==> images/pdn.png <==
Scale bar: 20 um. Pins as bars on the die edge.
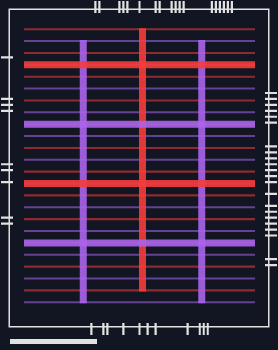
==> images/cell_classes.png <==
Fill, decap, tap and diode cells in grey.
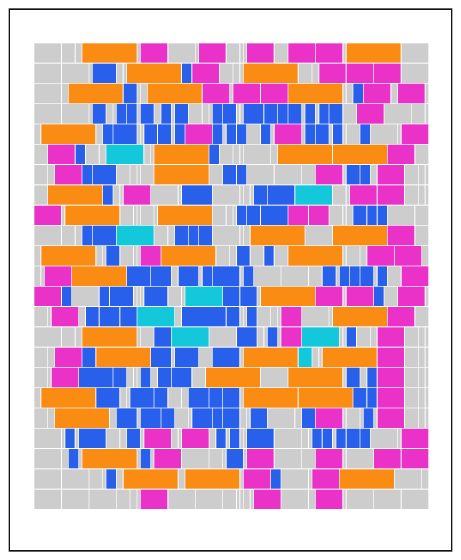
==> images/clock_map.png <==
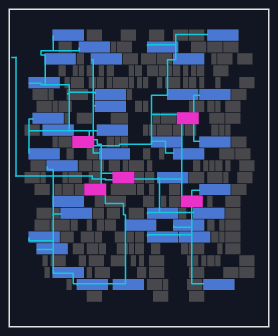
==> images/metal_stack.png <==
Scale bar: 20 um. Two of the layers only.
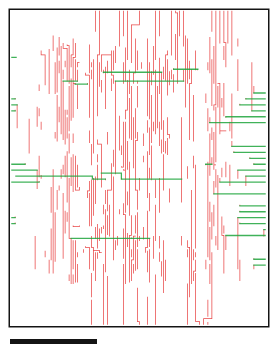
==> images/final_clocks.png <==
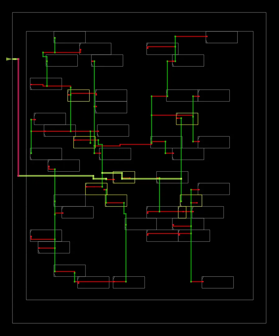
<file path="src/rtl/bip_pkg.sv">
// bip_pkg -- shared definitions for the accumulator processor control unit.
//   * default widths of the instruction / address / selector fields
//   * opcode encodings (HLT..SUBI; every other opcode is a NOP)
//   * datapath mux-A and add/sub encodings
//   * 2-bit FSM state encoding and the EXEC control bundle
//   * exec_ctrl(): opcode -> controls driven during EXEC
//   * reads_ram(): opcodes that need the data RAM read during DECODE
package bip_pkg;

    localparam int NB_INSTRUCTION_DEF = 16;
    localparam int NB_OPCODE_DEF      = 5;
    localparam int NB_ADDR_DEF        = 11;
    localparam int NB_SELECTOR_A_DEF  = 2;

    localparam int OPC_W = 5;

    localparam logic [OPC_W-1:0] OPC_HLT  = 5'b00000;
    localparam logic [OPC_W-1:0] OPC_STO  = 5'b00001;
    localparam logic [OPC_W-1:0] OPC_LD   = 5'b00010;
    localparam logic [OPC_W-1:0] OPC_LDI  = 5'b00011;
    localparam logic [OPC_W-1:0] OPC_ADD  = 5'b00100;
    localparam logic [OPC_W-1:0] OPC_ADDI = 5'b00101;
    localparam logic [OPC_W-1:0] OPC_SUB  = 5'b00110;
    localparam logic [OPC_W-1:0] OPC_SUBI = 5'b00111;

    localparam logic [1:0] SEL_A_RAM = 2'b00;
    localparam logic [1:0] SEL_A_IMM = 2'b01;
    localparam logic [1:0] SEL_A_ALU = 2'b10;

    localparam logic OP_ADD = 1'b0;
    localparam logic OP_SUB = 1'b1;

    typedef enum logic [1:0] {
        ST_FETCH  = 2'b00,
        ST_DECODE = 2'b01,
        ST_EXEC   = 2'b10,
        ST_HALT   = 2'b11
    } state_t;

    typedef struct packed {
        logic [1:0] sel_a;
        logic       sel_b;
        logic       operation;
        logic       enb_acc;
        logic       wr_ram;
    } exec_ctrl_t;

    function automatic exec_ctrl_t exec_ctrl(input logic [OPC_W-1:0] opc);
        exec_ctrl_t c;
        c = '0;
        case (opc)
            OPC_STO:  c.wr_ram = 1'b1;
            OPC_LD:   begin c.sel_a = SEL_A_RAM; c.enb_acc = 1'b1; end
            OPC_LDI:  begin c.sel_a = SEL_A_IMM; c.enb_acc = 1'b1; end
            OPC_ADD:  begin c.sel_a = SEL_A_ALU; c.sel_b = 1'b0; c.operation = OP_ADD; c.enb_acc = 1'b1; end
            OPC_ADDI: begin c.sel_a = SEL_A_ALU; c.sel_b = 1'b1; c.operation = OP_ADD; c.enb_acc = 1'b1; end
            OPC_SUB:  begin c.sel_a = SEL_A_ALU; c.sel_b = 1'b0; c.operation = OP_SUB; c.enb_acc = 1'b1; end
            OPC_SUBI: begin c.sel_a = SEL_A_ALU; c.sel_b = 1'b1; c.operation = OP_SUB; c.enb_acc = 1'b1; end
            default:  c = '0;
        endcase
        return c;
    endfunction

    function automatic logic reads_ram(input logic [OPC_W-1:0] opc);
        return (opc == OPC_LD) || (opc == OPC_ADD) || (opc == OPC_SUB);
    endfunction

endpackage

</file>
<file path="src/rtl/bip_pc.sv">
// bip_pc -- program counter.
//   clock : rising-edge clock
//   reset : synchronous active-low clear (wins over inc)
//   inc   : advance by one, wrapping from all-ones to zero
//   pc    : current program counter
module bip_pc #(
    parameter int NB_ADDR = 11
) (
    input  logic               clock,
    input  logic               reset,
    input  logic               inc,
    output logic [NB_ADDR-1:0] pc
);

    always_ff @(posedge clock) begin
        if (!reset)
            pc <= '0;
        else if (inc)
            pc <= pc + NB_ADDR'(1);
    end

endmodule

</file>
<file path="src/rtl/bip_control_unit.sv">
// bip_control_unit -- fetch/decode/execute sequencer of the accumulator processor.
// Optional feature macro: CU_INSTR_COUNT_EN (adds o_instr_count, saturating 16-bit
// count of retired non-HLT instructions).
//
// Ports:
//   i_clock, i_reset (sync, active-low), i_enable (0 freezes everything)
//   i_instruction : program memory data, one cycle behind o_pc
//   o_pc          : program memory address
//   o_ram_addr, o_rd_ram, o_wr_ram : data RAM address and strobes
//   o_operand, o_sel_a, o_sel_b, o_enb_acc, o_operation : datapath controls
//   o_halt        : sticky halt flag (cleared only by reset)
//   o_instr_count : (CU_INSTR_COUNT_EN only) retired instruction count
//
// Every output is a register loaded on the edge that enters a state, so the
// outputs seen during a cycle belong to the state held in that cycle.
// The PC advances on the edge entering EXEC; the memory therefore already
// reads the next instruction during EXEC and presents it during FETCH, where
// it is captured into IR on the way to DECODE. After reset the memory needs
// one cycle with o_pc=0 (reset held two cycles, or i_enable low for the first
// cycle) before the first FETCH may advance.
//
// state  | meaning
// FETCH  | o_pc addresses the instruction, strobes 0
// DECODE | IR loaded, operand/ram_addr valid, rd_ram for LD/ADD/SUB
// EXEC   | decoded controls for one cycle, PC already incremented
// HALT   | sticky, all strobes 0, PC frozen
module bip_control_unit
    import bip_pkg::*;
#(
    parameter int NB_INSTRUCTION = NB_INSTRUCTION_DEF,
    parameter int NB_OPCODE      = NB_OPCODE_DEF,
    parameter int NB_OPERAND     = NB_INSTRUCTION - NB_OPCODE,
    parameter int NB_ADDR        = NB_ADDR_DEF,
    parameter int NB_SELECTOR_A  = NB_SELECTOR_A_DEF
) (
    input  logic                      i_clock,
    input  logic                      i_reset,
    input  logic                      i_enable,
    input  logic [NB_INSTRUCTION-1:0] i_instruction,
    output logic [NB_ADDR-1:0]        o_pc,
    output logic [NB_ADDR-1:0]        o_ram_addr,
    output logic                      o_rd_ram,
    output logic                      o_wr_ram,
    output logic [NB_OPERAND-1:0]     o_operand,
    output logic [NB_SELECTOR_A-1:0]  o_sel_a,
    output logic                      o_sel_b,
    output logic                      o_enb_acc,
    output logic                      o_operation,
    output logic                      o_halt
`ifdef CU_INSTR_COUNT_EN
    ,
    output logic [15:0]               o_instr_count
`endif
);

    state_t                    state, next_state;
    logic [NB_INSTRUCTION-1:0] ir, ir_next;
    logic                      rd_ram, rd_ram_next;
    logic                      halt, halt_next;
    exec_ctrl_t                ctrl, ctrl_next;
    logic [OPC_W-1:0]          fetch_opc, ir_opc;
    logic                      pc_inc;

    assign fetch_opc = OPC_W'(i_instruction[NB_INSTRUCTION-1 -: NB_OPCODE]);
    assign ir_opc    = OPC_W'(ir[NB_INSTRUCTION-1 -: NB_OPCODE]);

    // Only the DECODE->EXEC transition retires an instruction.
    assign pc_inc = i_enable && (state == ST_DECODE) && (ir_opc != OPC_HLT);

    bip_pc #(.NB_ADDR(NB_ADDR)) u_pc (
        .clock (i_clock),
        .reset (i_reset),
        .inc   (pc_inc),
        .pc    (o_pc)
    );

    always_ff @(posedge i_clock) begin
        if (!i_reset)
            state <= ST_FETCH;
        else if (i_enable)
            state <= next_state;
    end

    always_comb begin
        next_state  = state;
        ir_next     = ir;
        rd_ram_next = 1'b0;
        halt_next   = 1'b0;
        ctrl_next   = '0;
        case (state)
            ST_FETCH: begin
                next_state  = ST_DECODE;
                ir_next     = i_instruction;
                rd_ram_next = reads_ram(fetch_opc);
                halt_next   = (fetch_opc == OPC_HLT);
            end
            ST_DECODE: begin
                if (ir_opc == OPC_HLT) begin
                    next_state = ST_HALT;
                    halt_next  = 1'b1;
                end else begin
                    next_state = ST_EXEC;
                    ctrl_next  = exec_ctrl(ir_opc);
                end
            end
            ST_EXEC: next_state = ST_FETCH;
            ST_HALT: halt_next  = 1'b1;
            default: next_state = ST_FETCH;
        endcase
    end

    always_ff @(posedge i_clock) begin
        if (!i_reset) begin
            ir     <= '0;
            rd_ram <= 1'b0;
            halt   <= 1'b0;
            ctrl   <= '0;
        end else if (i_enable) begin
            ir     <= ir_next;
            rd_ram <= rd_ram_next;
            halt   <= halt_next;
            ctrl   <= ctrl_next;
        end
    end

    assign o_operand   = ir[NB_OPERAND-1:0];
    assign o_ram_addr  = NB_ADDR'(ir[NB_OPERAND-1:0]);
    assign o_rd_ram    = rd_ram;
    assign o_wr_ram    = ctrl.wr_ram;
    assign o_sel_a     = NB_SELECTOR_A'(ctrl.sel_a);
    assign o_sel_b     = ctrl.sel_b;
    assign o_enb_acc   = ctrl.enb_acc;
    assign o_operation = ctrl.operation;
    assign o_halt      = halt;

`ifdef CU_INSTR_COUNT_EN
    logic [15:0] instr_count;

    always_ff @(posedge i_clock) begin
        if (!i_reset)
            instr_count <= '0;
        else if (pc_inc && (instr_count != 16'hFFFF))
            instr_count <= instr_count + 16'd1;
    end

    assign o_instr_count = instr_count;
`endif

endmodule
</file>
<file path="config.mk">
export PLATFORM = sky130hd
export DESIGN_NAME = bip_control_unit
export DESIGN_NICKNAME = d
export VERILOG_FILES = /design/src/rtl/bip_pkg.sv /design/src/rtl/bip_pc.sv /design/src/rtl/bip_control_unit.sv
export SDC_FILE = /design/constraint.sdc
export NUM_CORES = 1
export LEC_CHECK = 0
export CAP_MARGIN = 20
export CORE_ASPECT_RATIO = 1.25
export CORE_MARGIN = 3
export CORE_UTILIZATION = 47
export CTS_CLUSTER_DIAMETER = 150
export DETAILED_ROUTE_END_ITERATION = 16
export HOLD_SLACK_MARGIN = 0.15
export PLACE_DENSITY_LB_ADDON = 0.1
export SYNTH_ARGS = -nofsm -noshare
export SYNTH_HDL_FRONTEND = slang
export SYNTH_SLANG_ARGS = --single-unit
export TNS_END_PERCENT = 30
</file>
<file path="constraint.sdc">
create_clock -name i_clock -period 2.44 [get_ports i_clock]
set_input_delay 0.366 -clock i_clock [delete_from_list [all_inputs] [get_ports i_clock]]
set_output_delay 0.366 -clock i_clock [all_outputs]
set_load 0.01 [all_outputs]
</file>
==> impl_metrics.yaml <==
# flow metrics
timing:
  post-route-min-period_ns: 1.88
  hold_violations: 0
  rsz0062_at_grt: "no"
  worst_slack_ns: 0.559
  max_freq_ghz: 0.532
  setup_viol_count_final: 0
  tns_ns: 0
  hold_slack_ns: 0.471
  finalCritPeriodShare: 0.771
place:
  dp_slack_ns: 0.310
  dpl_cell_area_um2: 2120
  gp_congestion: 0.814
  hpwl_um: 2660
  io_buffers: 59
setup_path:
  path_cells: "clkdlybuf4s50_1 -> and3b_2 -> o21ai_4 -> or4_1 -> a21oi_1"
  required_ns: 2.65
  path_max_fanout: 14
  slowest_stage: "clkdlybuf4s50_1"
  cp_top_family: "simple AND/OR/NAND/NOR gates"
  worstSetupEndpointType: "flip-flop"
  critPathMaxStageDelay_ns: 0.60
  crit_arrival_ns: 2.09
routing:
  wirelength_um: 3710
power_and_ir_drop:
  internal_power_uw: 987
  switchingPower_uw: 320
  power.share.sequential: 0.498
  pwr-share-comb: 0.147
  p_sw_frac: 0.245
die:
  rows: 23
  die_area_um2: 4280
  fp_util: 0.501
  num_io_pins: 60
clock_tree:
  cts_sinks: 37
  cts_buffers: 5
  cts_tree: "done"
  cts_setup_buffers: 0
  cts_resized: 0
  path_clk_slew_ns: 0.07
  root_buffer: "clkbuf_8"
  cts_hold_buf: 0
  htree_levels: 2
  clockBufferDepth: 2
yosys:
  ys_cells: 197
  syn_inst: 197
  synth_cell_types: 34
  ys_async_sr_fraction: 0
  topCellsByArea: "dfxtp_1 (45%), buf_4 (10%), nand2_1 (9.5%)"
  synth-edff-count: 0
  ys.flop_type: "dfxtp_1"
  syn_area_per_cell_um2: 8.42
  syn-cell-area_um2: 1660
  ys.flops: 37
  ys_area_um2: 1660
  yosysTopAreaCell: "dfxtp_1"
  ys_seq_share: 0.447
  most_common_cell: "nand2_1"
  top_cells_by_count: "nand2_1 (42), dfxtp_1 (37), a21oi_1 (26)"
  top_area_frac: 0.447
global_route:
  grt-ovfl-total: 0
  grt_pass1_wl_um: 6210
  grt_pass1_vias: 1442
status:
  status: "finished, final reports clean"
final_layout:
  instances_no_fill: 276
  final_layout_size_suffix_gt1_frac: 0.0837
worst_hold_path:
  hp-class: "flip-flop to flip-flop"
-- pdn.png (at the start) --
legend:
  red:
    net: VDD
  purple:
    net: VSS
signal pins: 60
met1 rails: 24
met5 straps: 4
rows: 23
met4 straps: 3
die width: 59.1 um
die height: 72.4 um

-- cell_classes.png (at the start) --
legend:
  blue:
    class: all other logic
    cells: 130
    share_of_their_area: 33%
  magenta:
    class: other buffers and delay cells
    cells: 64
    share_of_their_area: 29%
  cyan:
    class: clock drivers and dummy loads
    cells: 8
    share_of_their_area: 4.6%
  orange:
    class: flops
    cells: 37
    share_of_their_area: 34%

-- clock_map.png (at the start) --
legend:
  cyan:
    item: clock wires
    length: 449 um
  blue:
    item: flip-flops
    count: 37
  magenta:
    item: cells driving clock nets
    count: 5
flops lie: spread over the die

-- metal_stack.png (at the start) --
legend:
  red:
    layer: met2
    wire_length: 1980 um
  green:
    layer: met3
    wire_length: 249 um
per-cell routed wire length: 13.4 um
Tot GR Track Use: 0.183
via count: 1460

-- final_clocks.png (at the start) --
flop count: 37
Insertion Delay late pin: 0.28 ns
Setup Skew: 0.0109 ns
Clock Buffer Count: 7

## cells in the final DEF (no fill, tap or decap), drive strengths merged, types with 2 or more instances in the layout
cell type,n
a21oi,26
a32oi,3
and3,3
buf,5
clkbuf,7
clkdlybuf4s50,59
clkinv,3
dfxtp,37
mux2i,4
nand2,42
nand2b,3
nand3,3
nor2,12
nor3,3
nor4,2
o211ai,3
o21ai,5
o31ai,2
or3,2
or4,3
xor2,4
## tightest hold or removal path: cells and delay by family (launching register included)
kind | cells | cell delay, ns
flip-flops | 1 | 0.32
AND/OR/NAND/NOR | 1 | 0.05
AND-OR/OR-AND | 1 | 0.05
## final timing paths
path              startpoint          to  slack, ns  cells after the start
setup / recovery    i_enable  u_pc.pc[8]       0.56                      5
hold / removal         ir[8]       ir[8]       0.47                      2
setup reg to reg      ir[12]  u_pc.pc[9]       0.74                      4
hold reg to reg        ir[8]       ir[8]       0.47                      2
## metal layers
metal	track usage	share of wire	up-vias
met2	0.321	0.53	54
met1	0.216	0.39	674
li1	-	-	730
met5	0	0	-
met3	0.0391	0.067	2
met4	0.0655	0.0073	0
## power groups by stage
stage / Clock (uW) / Sequential (uW) / Combinational [uW]
2_1_floorplan: 0 / 659 / 123
3_3_place_gp: 0 / 663 / 189
3_5_place_dp: 0 / 665 / 193
4_1_cts: 478 / 651 / 194
5_1_grt: 497 / 656 / 209
6_report: 464 / 651 / 192
## cells by family (layout without fill, tap and decap cells)
family                   Yosys count  after routing  synth area share
flip-flops                        37             37             0.447
buffers and inverters             33             75             0.132
AND-OR/OR-AND                     40             40             0.144
multiplexers                       4              4            0.0242
adder cells (fa/ha/maj)            1              1           0.00755
AND/OR/NAND/NOR                   78             78             0.224
XOR/XNOR                           4              4            0.0211
## layout make-up
cell class	count	area, um^2
Multi-Input combinational cell	127	698
Inverter	3	11.3
Tap cell	37	46.3
Fill cell	265	1080
Timing Repair Buffer	64	628
Sequential cell	37	741
Clock buffer	7	96.3
Clock inverter	1	5.00
## state kept, by name (all words and copies together) (netlist names)
name,count
ir,16
u_pc.pc,11
o_sel_a,2
state,2
o_enb_acc,1
o_halt,1
o_operation,1
o_rd_ram,1
o_sel_b,1
o_wr_ram,1
## per-stage QoR
stage,util,power [uW]
3_5_place_dp,0.642,858
5_1_grt,0.673,1360
3_3_place_gp,0.642,852
6_report,0.673,1310
4_1_cts,0.673,1320
2_1_floorplan,-,782
Power is estimated from default activity; no workload was simulated.
